[config.mk]
export PLATFORM = sky130hd
export DESIGN_NAME = bus_arbiter_rr
export DESIGN_NICKNAME = d
export VERILOG_FILES = /design/src/rtl/bus_pkg.sv /design/src/rtl/rr_pick.sv /design/src/rtl/bus_arbiter_rr.sv
export SDC_FILE = /design/constraint.sdc
export NUM_CORES = 1
export LEC_CHECK = 0
export CAP_MARGIN = 20
export CORE_MARGIN = 1.5
export CORE_UTILIZATION = 35
export DETAILED_ROUTE_END_ITERATION = 6
export MAX_ROUTING_LAYER = met4
export PLACE_DENSITY = 0.65
export RECOVER_POWER = 50
export SLEW_MARGIN = 20
export SYNTH_ARGS = -nofsm -noshare
export SYNTH_HDL_FRONTEND = slang
export SYNTH_SLANG_ARGS = --single-unit
[constraint.sdc]
create_clock -name clk -period 4.7 [get_ports clk]
set_clock_uncertainty 0.05 [all_clocks]
set_input_delay 0.47 -clock clk [delete_from_list [all_inputs] [get_ports clk]]
set_output_delay 0.47 -clock clk [all_outputs]
set_load 0.05 [all_outputs]
[src/rtl/bus_pkg.sv]
`default_nettype none
// +----------------------------------------------------------------------+
// | bus_pkg : shared types and defaults for the system bus arbiter        |
// | Rev 1.0                                                              |
// +----------------------------------------------------------------------+
package bus_pkg;

  localparam int N_MASTERS_DEF = 8;
  localparam int ID_W_DEF      = 3;
  localparam int MAX_BEATS_DEF = 8;
  localparam int TIMEOUT_DEF   = 255;

  localparam int ICACHE = 0;
  localparam int DCACHE = 1;
  localparam int DMA0   = 2;

  typedef enum logic [1:0] {
    IDLE = 2'd0,
    OWN  = 2'd1,
    TURN = 2'd2
  } bus_state_e;

endpackage
`default_nettype wire

[src/rtl/rr_pick.sv]
`default_nettype none
// +----------------------------------------------------------------------+
// | rr_pick : first set request at or after ptr+1, wrapping (N = 2**IDW)  |
// | Rev 1.0                                                              |
// +----------------------------------------------------------------------+
module rr_pick #(
  parameter int N   = 8,
  parameter int IDW = 3
) (
  input  logic [N-1:0]   req_i,
  input  logic [IDW-1:0] ptr_i,
  output logic           found_o,
  output logic [IDW-1:0] idx_o
);

  logic [IDW-1:0] w_start;
  logic [N-1:0]   w_rot;
  logic [IDW-1:0] w_enc;

  assign w_start = ptr_i + IDW'(1);

  // Rotate so the highest-priority candidate sits at bit 0; IDW-bit
  // arithmetic provides the modulo-N wrap.
  always_comb begin
    w_rot = '0;
    for (int i = 0; i < N; i++) begin
      w_rot[i] = req_i[IDW'(i) + w_start];
    end
  end

  always_comb begin
    w_enc = '0;
    for (int i = N - 1; i >= 0; i--) begin
      if (w_rot[i]) begin
        w_enc = IDW'(i);
      end
    end
  end

  assign found_o = |req_i;
  assign idx_o   = w_enc + w_start;

endmodule
`default_nettype wire

[src/rtl/bus_arbiter_rr.sv]
`default_nettype none
// +----------------------------------------------------------------------+
// | bus_arbiter_rr : round-robin bus arbiter with turnaround, burst cap   |
// | and slave timeout.  Rev 1.0                                          |
// +----------------------------------------------------------------------+
module bus_arbiter_rr
  import bus_pkg::*;
#(
  parameter int N_MASTERS = N_MASTERS_DEF,
  parameter int ID_W      = ID_W_DEF,
  parameter int MAX_BEATS = MAX_BEATS_DEF,
  parameter int TIMEOUT   = TIMEOUT_DEF
) (
  input  logic                 clk,
  input  logic                 clr,
  input  logic [N_MASTERS-1:0] DMA,
  input  logic                 BUS_ready,
  output logic [N_MASTERS-1:0] grant,
  output logic                 BUS_req,
  output logic [ID_W-1:0]      owner,
  output logic                 bus_busy,
  output logic                 timeout_err,
  output logic [ID_W-1:0]      err_id
);

  localparam int BEAT_W = $clog2(MAX_BEATS + 1);
  localparam int TMO_W  = $clog2(TIMEOUT + 1);

  bus_state_e           state_q, state_d;
  logic [N_MASTERS-1:0] grant_q, grant_d;
  logic                 breq_q, breq_d;
  logic [ID_W-1:0]      owner_q, owner_d;
  logic                 busy_q, busy_d;
  logic                 terr_q, terr_d;
  logic [ID_W-1:0]      errid_q, errid_d;
  logic [ID_W-1:0]      ptr_q, ptr_d;
  logic [BEAT_W-1:0]    beat_q, beat_d;
  logic [TMO_W-1:0]     tmo_q, tmo_d;

  logic                 w_found;
  logic [ID_W-1:0]      w_pick;
  logic                 w_tmo;
  logic                 w_rel;
  logic                 w_cap;

  rr_pick #(
    .N   (N_MASTERS),
    .IDW (ID_W)
  ) u_pick (
    .req_i   (DMA),
    .ptr_i   (ptr_q),
    .found_o (w_found),
    .idx_o   (w_pick)
  );

  // A ready beat on the expiry edge cancels the timeout.
  assign w_tmo = !BUS_ready && (tmo_q == TMO_W'(TIMEOUT - 1));
  assign w_rel = !DMA[owner_q];
  assign w_cap = BUS_ready && (beat_q >= BEAT_W'(MAX_BEATS - 1)) && |(DMA & ~grant_q);

  always_comb begin
    state_d = state_q;
    grant_d = grant_q;
    breq_d  = breq_q;
    owner_d = owner_q;
    busy_d  = busy_q;
    terr_d  = 1'b0;
    errid_d = errid_q;
    ptr_d   = ptr_q;
    beat_d  = beat_q;
    tmo_d   = tmo_q;
    case (state_q)
      IDLE: begin
        if (w_found) begin
          state_d         = OWN;
          grant_d         = '0;
          grant_d[w_pick] = 1'b1;
          breq_d          = 1'b1;
          owner_d         = w_pick;
          busy_d          = 1'b1;
          ptr_d           = w_pick;
          beat_d          = '0;
          tmo_d           = '0;
        end
      end
      OWN: begin
        if (BUS_ready) begin
          if (beat_q != BEAT_W'(MAX_BEATS)) begin
            beat_d = beat_q + BEAT_W'(1);
          end
          tmo_d = '0;
        end else if (tmo_q != TMO_W'(TIMEOUT)) begin
          tmo_d = tmo_q + TMO_W'(1);
        end
        if (w_tmo || w_rel || w_cap) begin
          state_d = TURN;
          grant_d = '0;
          breq_d  = 1'b0;
          busy_d  = 1'b0;
        end
        if (w_tmo) begin
          terr_d  = 1'b1;
          errid_d = owner_q;
        end
      end
      TURN:    state_d = IDLE;
      default: state_d = IDLE;
    endcase
  end

  always_ff @(posedge clk) begin
    if (clr) begin
      state_q <= IDLE;
      grant_q <= '0;
      breq_q  <= 1'b0;
      owner_q <= '0;
      busy_q  <= 1'b0;
      terr_q  <= 1'b0;
      errid_q <= '0;
      ptr_q   <= ID_W'(N_MASTERS - 1);
      beat_q  <= '0;
      tmo_q   <= '0;
    end else begin
      state_q <= state_d;
      grant_q <= grant_d;
      breq_q  <= breq_d;
      owner_q <= owner_d;
      busy_q  <= busy_d;
      terr_q  <= terr_d;
      errid_q <= errid_d;
      ptr_q   <= ptr_d;
      beat_q  <= beat_d;
      tmo_q   <= tmo_d;
    end
  end

  assign grant       = grant_q;
  assign BUS_req     = breq_q;
  assign owner       = owner_q;
  assign bus_busy    = busy_q;
  assign timeout_err = terr_q;
  assign err_id      = errid_q;

endmodule
`default_nettype wire

### Wiring heat map

(4 px per µm) 17 x 17 tiles, from dark purple (low) to yellow (high), scaled to the fullest tile. Values are wire area over tile area, all layers added.
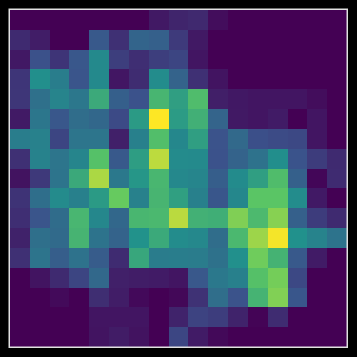
The mean over all tiles is 0.12. 17% of the tiles are over half the peak. The emptiest ninth of the die: top right. 25% of the tiles are nearly empty.
Vias: 1941
final WL: 5350 µm

### PDN straps and rails

(6 px per µm) Pins as bars on the die edge.
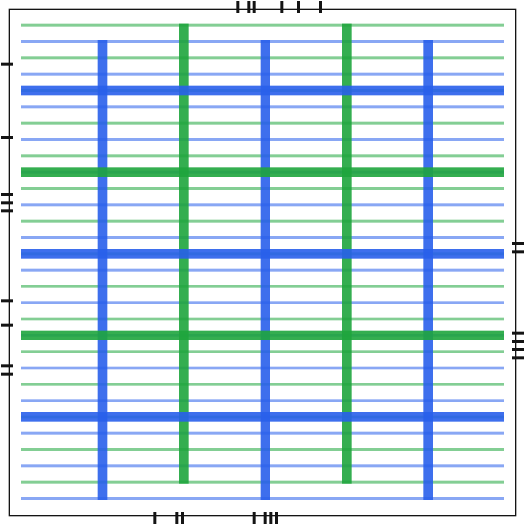
Green stands for VDD. Blue stands for VSS.
30 met1 rails follow the rows. The core has 29 rows.
Die Span Y: 84.1 µm
die width: 84.1 µm

==> run summary <==
flow finished, numbers: post-CTS sizing=0, WHS Path Cells=2, critical path arrival=4290 ps, Final setup viols=0, Max transition margin=54.5%, RD Place Congestion=0.875, Yosys top cell area share=28.7%, routed vias/inst=5.50, Tool Warnings=29, grt met2 use=27.3%, peak supply drop=0.481 mV, Hold Buf Count CTS=0, Clock group=0.279 mW, post-CTS setup repair buffer count=0, clk_lat worst skew=280 ps, RSZ-0062 raised after global routing=no, Unique cell types=62, yosys warns=0, Max Cap Viol=0, clock-pin slew of the registers on the worst-case setup and hold paths=70 ps, FF-to-FF Start=ptr_q[0], Final Max Slew Viols=0, Slew @ Worst Pin=680 ps, Iter 0 DRT Violations=83, final hold slack=444 ps, post-route clock period utilization=87.4%, Synth area leaders=dfxtp_1 29%, mux4_2 4.9%, nor2_1 4.9%, met3 Resource Use GR=3.15%, Avg Synthesized Cell Area=9.22 µm², final worst slack=594 ps, CTS root buf=clkbuf_8, Clk pwr share=13.9%, Post-synth ARST share=0%, met1 Usage GRT=19.2%, grt total ovfl=0, Final Power=2.01 mW, TritonCTS buffer count=5, tap cells=77, H-tree levels=2, Synth Flop Type=dfxtp_1, Critical Path Source=ptr_q[0], Final TNS setup=0 ps, synthesis area per yosys=2300 µm², Storage cell area=661 µm², Core Region=6350 µm², post-detail-place hpwl=4040 µm, initial antenna violation count=0, CP endpoint kind=flip-flop, Hold Fails Final Rpt=0, cell type with the largest total area=dfxtp_1, status=finished clean, Sw Share=46.7%, CP Launch Type=flip-flop, sequential-to-total area share from yosys stat=28.7%, met3 wire len=216 µm, most numerous logic cell after layout=dfxtp_1, critical path, cell by cell=inv_2 > ha_1 > mux4_1 > o311ai_0 > o21ai_0 > o21ai_0 > a21oi_1 > ha_1 > fa_1 > xnor2_1 > xor2_1 > a32o_1, Logic area=1510 µm², CP top delay family=adder cells, CTS Buffer Depth=2, Post-Syn Nets=269
### Zoomed window

Window x 17 to 67, y 34 to 84 µm. Cells in gray, sequential cells in the stronger gray; small squares are vias.
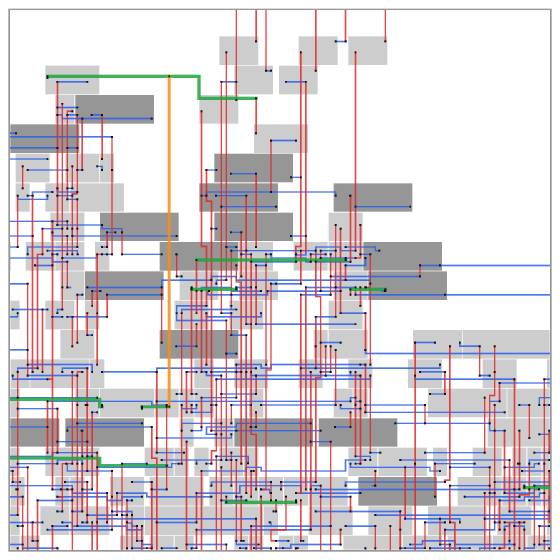
Green stands for metal 3. Red stands for metal 2. Orange stands for metal 4. Blue stands for metal 1.
Netlist names of flops here include `grant` (8), `tmo_q` (4), `ptr_q` (2). Most frequent: dfxtp_1 (17), inv_1 (10), nor2_1 (8). 129 logic cells have their middle in the window. Sequential cells in the window: 17.

### Placed standard cells

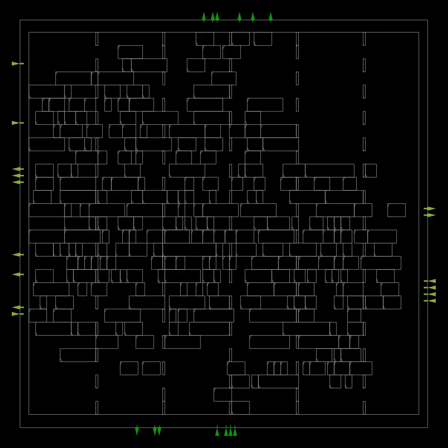
Final Util: 43.1%
Fill cells: 618
cell row count: 29
flop share of the area: 24.2%
fin cells: 353

[logic make-up (layout without fill, tap and decap cells)]
family / after synthesis / count (layout) / synth area share [%]
flip-flops: 33 / 33 / 28.7
adder cells (fa/ha/maj): 8 / 8 / 4.67
multiplexers: 28 / 28 / 18.1
XOR/XNOR: 15 / 15 / 6.84
AND-OR/OR-AND: 53 / 53 / 18.1
buffers and inverters: 30 / 56 / 6.03
AND/OR/NAND/NOR: 83 / 83 / 17.6
[cells in the mapped netlist (6+ instances only)]
master,instances
xor2_1,9
nand2_1,15
mux2_2,6
o21ai_0,6
o2bb2ai_1,6
dfxtp_1,33
nor2_1,30
inv_1,17
nor3_1,8
ha_1,7
a21oi_1,9
mux2i_1,8
Power is estimated from default activity; no workload was simulated.
